Fig. 1: metal 1
Bar = 100 um. Supply wires on this layer in gray.
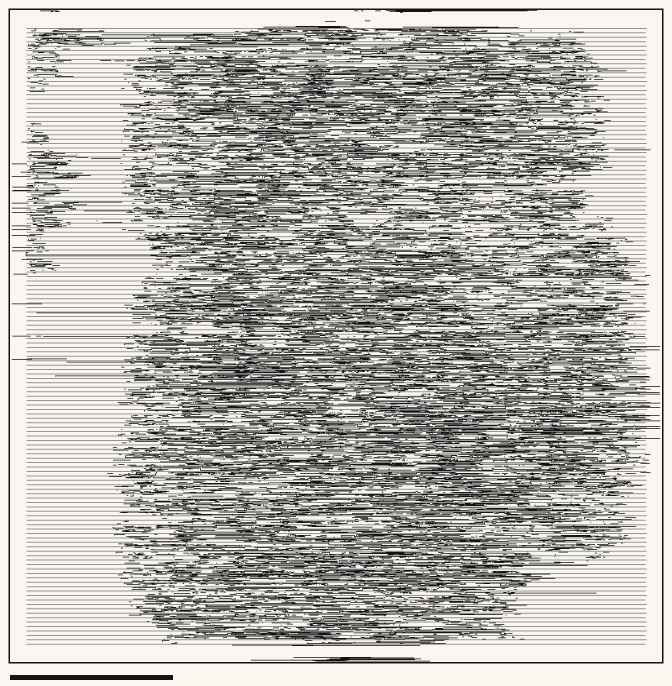
Fig. 2: met2 routing
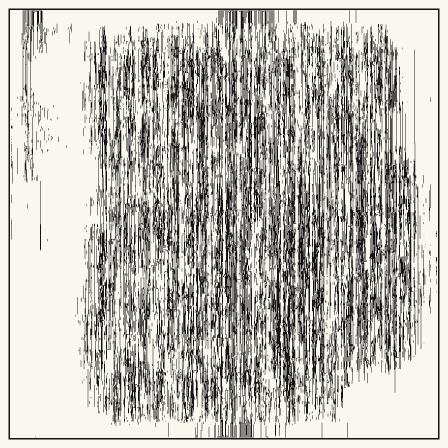
## config.mk

```make
export PLATFORM = sky130hd
export DESIGN_NAME = forwarding_register_file
export DESIGN_NICKNAME = d
export VERILOG_FILES = /design/src/rtl/forwarding_register_file.sv
export SDC_FILE = /design/constraint.sdc
export NUM_CORES = 2
export LEC_CHECK = 0
export CAP_MARGIN = 20
export CELL_PAD_IN_SITES_DETAIL_PLACEMENT = 0
export CELL_PAD_IN_SITES_GLOBAL_PLACEMENT = 2
export CORE_MARGIN = 10
export CORE_UTILIZATION = 40
export CTS_CLUSTER_SIZE = 12
export DETAILED_ROUTE_END_ITERATION = 10
export GPL_ROUTABILITY_DRIVEN = 0
export GPL_TIMING_DRIVEN = 1
export PLACE_DENSITY = 0.74
export SLEW_MARGIN = 20
export SYNTH_ARGS = -nofsm -noshare
export SYNTH_HDL_FRONTEND = slang
export SYNTH_SLANG_ARGS = --single-unit
export TNS_END_PERCENT = 1
```

## constraint.sdc

```tcl
create_clock -name clk -period 117.5 [get_ports clk]
set_input_delay 23.5 -clock clk [delete_from_list [all_inputs] [get_ports clk]]
set_output_delay 23.5 -clock clk [all_outputs]
set_load 0.01 [all_outputs]
```

## src/rtl/forwarding_register_file.sv

```systemverilog
// forwarding_register_file: 2-read/1-write register file with write-through reads and a one-cycle write log.
// Entry 0 reads as zero and ignores writes; reset clears the array and the log asynchronously.
module forwarding_register_file #(
    parameter int                   DATA_SIZE     = 32,
    parameter int                   ADDRESS_SIZE  = 5,
    parameter logic [DATA_SIZE-1:0] INITIAL_VALUE = '0
) (
    input  logic                    clk,
    input  logic                    reset,
    input  logic                    write_enable,
    input  logic [ADDRESS_SIZE-1:0] write_address,
    input  logic [DATA_SIZE-1:0]    write_data,
    input  logic [31:0]             write_pc,
    input  logic [ADDRESS_SIZE-1:0] read_address_1,
    output logic [DATA_SIZE-1:0]    read_data_1,
    input  logic [ADDRESS_SIZE-1:0] read_address_2,
    output logic [DATA_SIZE-1:0]    read_data_2,
    output logic                    log_valid,
    output logic [ADDRESS_SIZE-1:0] log_address,
    output logic [DATA_SIZE-1:0]    log_data,
    output logic [31:0]             log_pc
);
    localparam int ENTRIES = 2 ** ADDRESS_SIZE;

    logic [ENTRIES-1:0][DATA_SIZE-1:0] r_regs;
    logic                              r_log_valid;
    logic [ADDRESS_SIZE-1:0]           r_log_address;
    logic [DATA_SIZE-1:0]              r_log_data;
    logic [31:0]                       r_log_pc;
    logic                              w_commit;
    logic                              w_fwd_1;
    logic                              w_fwd_2;

    // write_enable gates everything first so an undefined address while idle cannot reach the array
    assign w_commit = write_enable && (write_address != '0);
    assign w_fwd_1  = !reset && w_commit && (write_address == read_address_1);
    assign w_fwd_2  = !reset && w_commit && (write_address == read_address_2);

    always_ff @(posedge clk or posedge reset) begin
        if (reset) begin
            r_regs        <= {ENTRIES{INITIAL_VALUE}};
            r_regs[0]     <= '0;
            r_log_valid   <= 1'b0;
            r_log_address <= '0;
            r_log_data    <= '0;
            r_log_pc      <= '0;
        end else begin
            r_log_valid <= w_commit;
            if (w_commit) begin
                r_regs[write_address] <= write_data;
                r_log_address         <= write_address;
                r_log_data            <= write_data;
                r_log_pc              <= write_pc;
            end
        end
    end

    always_comb begin
        read_data_1 = (read_address_1 == '0) ? '0 : w_fwd_1 ? write_data : r_regs[read_address_1];
        read_data_2 = (read_address_2 == '0) ? '0 : w_fwd_2 ? write_data : r_regs[read_address_2];
    end

    assign log_valid   = r_log_valid;
    assign log_address = r_log_address;
    assign log_data    = r_log_data;
    assign log_pc      = r_log_pc;
endmodule

```

==> run summary <==
run metrics: dominant logic cell types in the final layout=dfrtp_1, mux2_2, mux4_2, dpl ws=66.08 ns, worst clock skew=0 ns, clock share of power=0.362, yosys simple share=0.0313, post-cts sizing count=0, # IOs=216, Setup Fix Bufs, Post-CTS=0, tool warning count=41, per-cell routed wire length=33.4 um, Yosys reg bits=1094, Max Freq=19.4 MHz, library cells used by synthesis=46, Synth Flop Type=dfrtp_1, Layout area overhead=13.9%, worst stage delay on the critical path=0.95 ns, outcome=finished clean, Commonest Layout Cell=dfrtp_1, Clock Tree Buf Depth=3, Worst Tran Pin Value=1.21 ns, Yosys Chip Area=57800 um2, CP Max Fanout=32, slew margin rel.=0.190, Placeable Area=144000 um2, layout cell share with drive strength beyond 1=0.452, sequential share of power=0.436, Setup Total Neg Slack=0 ns, initial antenna violation count=3, first-pass GRT wire length=296000 um, final worst slack=65.89 ns, Pint=0.000821 W, max cap viols=0, clock sink count=1094, sw frac=0.277, VDD IR-drop max=11.7 uV, vias per cell=6.29, Switch Pwr=0.000315 W, aoi share=0.0584, vias in the first global route=39300, hold bufs inserted after CTS=0, ys cells=4081, Die Size=160000 um2, critical path, cell by cell=clkdlybuf4s50_1, or2_2, buf_4, nor2_4, buf_4, a22o_1, o41ai_1, o221a_1, clkdlybuf4s50_1, Mapped Cells=4081, Finish-stage setup viols=0, Die Span X=400 um, Reg clk slew, reported paths=0.06 ns, Root Buffer=clkbuf_16, Late-Pin Clk Latency=0.77 ns, number of enable flip-flop cells=0, Die H=400 um, Leakage=28.7 nW, syn_area_per_cell=14.2 um2, number of buffers added on ports=215, Post-synth mux share=0.399, flip-flop and latch area=27400 um2, TritonRoute pass-1 iters=5, fp_density=0.403, net count after synthesis=4163, crit start category=primary input, number of cell rows=139, violation count after the first detailed-route iteration=3428, pwr dens=17.2 nW/um2, CTS buffer count=131, Worst setup EP type=output pin, ANT nets after route=0, number of fill cells in the layout=12900, Yosys warning count=0, post-DP HPWL=115000 um, Final Hold Fails=0, Tmin final=51.61 ns, RSZ-0062 raised after global routing=no, Dominant comb cell=multiplexers, synthesized area=57800 um2, # DRC=0, fin util=0.459, CP Data Arrival Time=28.11 ns, H-tree depth=4, combinational power share=0.202, CTS tree=built, Async SR Flop Fraction=1.00, Crit Path Category=in -> out, global route overflow=0, Net count, final=4180, Combinational Area=28600 um2, Fin Hold WS=0.398 ns, CP max-delay cell=clkdlybuf4s50_1, Final Max Tran Viols=0, crit path DRT=94.00 ns
Notes on Fig. 1 above:
main direction = horizontal
longest straight run = 136 um
nets with wire on the layer = 3963
share of all routed wire = 44%
Vias: 38400
GR Layer Usage met1: 0.346
final WL: 204000 um

Notes on Fig. 2 above:
share of all routed wire = 46%
main direction = vertical
met2 Use GR: 0.387

==> registers in the layout (all words and copies together), names as in the netlist <==
name	flops
log_data	32
log_address	5
log_pc	32
log_valid	1
r_regs	1024
==> cell usage after synthesis (5+ instances only) <==
| cell | number | share of area |
|---|---|---|
| dfrtp_1 | 1094 | 0.47 |
| mux2_2 | 1082 | 0.21 |
| mux4_2 | 385 | 0.15 |
| nand2_1 | 257 | 0.017 |
| mux2i_1 | 221 | 0.038 |
| clkbuf_1 | 218 | 0.014 |
| buf_2 | 153 | 0.013 |
| o22ai_1 | 88 | 0.0095 |
| nor2_1 | 86 | 0.0056 |
| a22o_1 | 58 | 0.0088 |
| buf_1 | 55 | 0.0036 |
| o221a_1 | 55 | 0.011 |
| a22oi_1 | 44 | 0.0057 |
| nor3_1 | 32 | 0.0028 |
| o221ai_1 | 32 | 0.0048 |
| o41ai_2 | 27 | 0.0076 |
| o21ai_0 | 26 | 0.0022 |
| buf_4 | 23 | 0.0030 |
| o311ai_1 | 21 | 0.0032 |
| nand3_1 | 20 | 0.0017 |
| a21oi_1 | 15 | 0.0013 |
| buf_6 | 13 | 0.0025 |
| xnor2_1 | 10 | 0.0015 |
| nor2b_1 | 9 | 0.00097 |
| o221a_2 | 7 | 0.0014 |
| nand2b_1 | 5 | 0.00054 |
| o211ai_2 | 5 | 0.0011 |
==> final timing paths <==
path	startpoint	endpoint	slack [ns]	cells past startpoint
setup / recovery	read_address_2[2]	read_data_2[31]	65.89	9
hold / removal	r_regs[4]	r_regs[4]	0.40	0
setup reg to reg	r_regs[625]	r_regs[625]	116.68	1
hold reg to reg	r_regs[4]	r_regs[4]	0.40	0
max in group asynchronous	reset	log_pc[18]	89.94	6
min in group asynchronous	reset	log_data[19]	23.63	2
==> through the flow <==
step	cell area [um2]	instances
after floorplan	57800	4081
after global placement	61600	5866
after detailed placement	61600	5867
after CTS	65900	6102
after global routing	65900	6103
final	65900	6104
==> critical path: cells and delay by family <==
family | cells | cell delay, ns
buffers and inverters | 4 | 2.67
AOI/OAI and AO/OA | 3 | 1.59
and+or+nand+nor | 2 | 0.30
==> routing by layer <==
metal	vias up	track usage	part of all wire
li1	15600	-	-
met1	21000	0.346	0.44
met2	1379	0.387	0.46
met3	383	0.0463	0.065
met4	0	0.0926	0.039
met5	-	0	0
==> power by group through the flow <==
stage	clock network (W)	registers [W]	logic (W)
2_1_floorplan	0	0.000486	0.000170
3_3_place_gp	0	0.000496	0.000228
3_5_place_dp	0	0.000499	0.000231
4_1_cts	0.000419	0.000493	0.000231
5_1_grt	0.000434	0.000504	0.000246
6_report	0.000412	0.000495	0.000230
==> cell type report <==
type	instances	share of cell area
antenna	1	0.0000380
tap	1903	0.0361
multi-input combinational	2522	0.434
inverter	3	0.000323
sequential	1094	0.415
clock buffer	193	0.0587
timing repair buffer	346	0.0492
clock inverter	42	0.00664
Power and IR drop assume default switching activity.
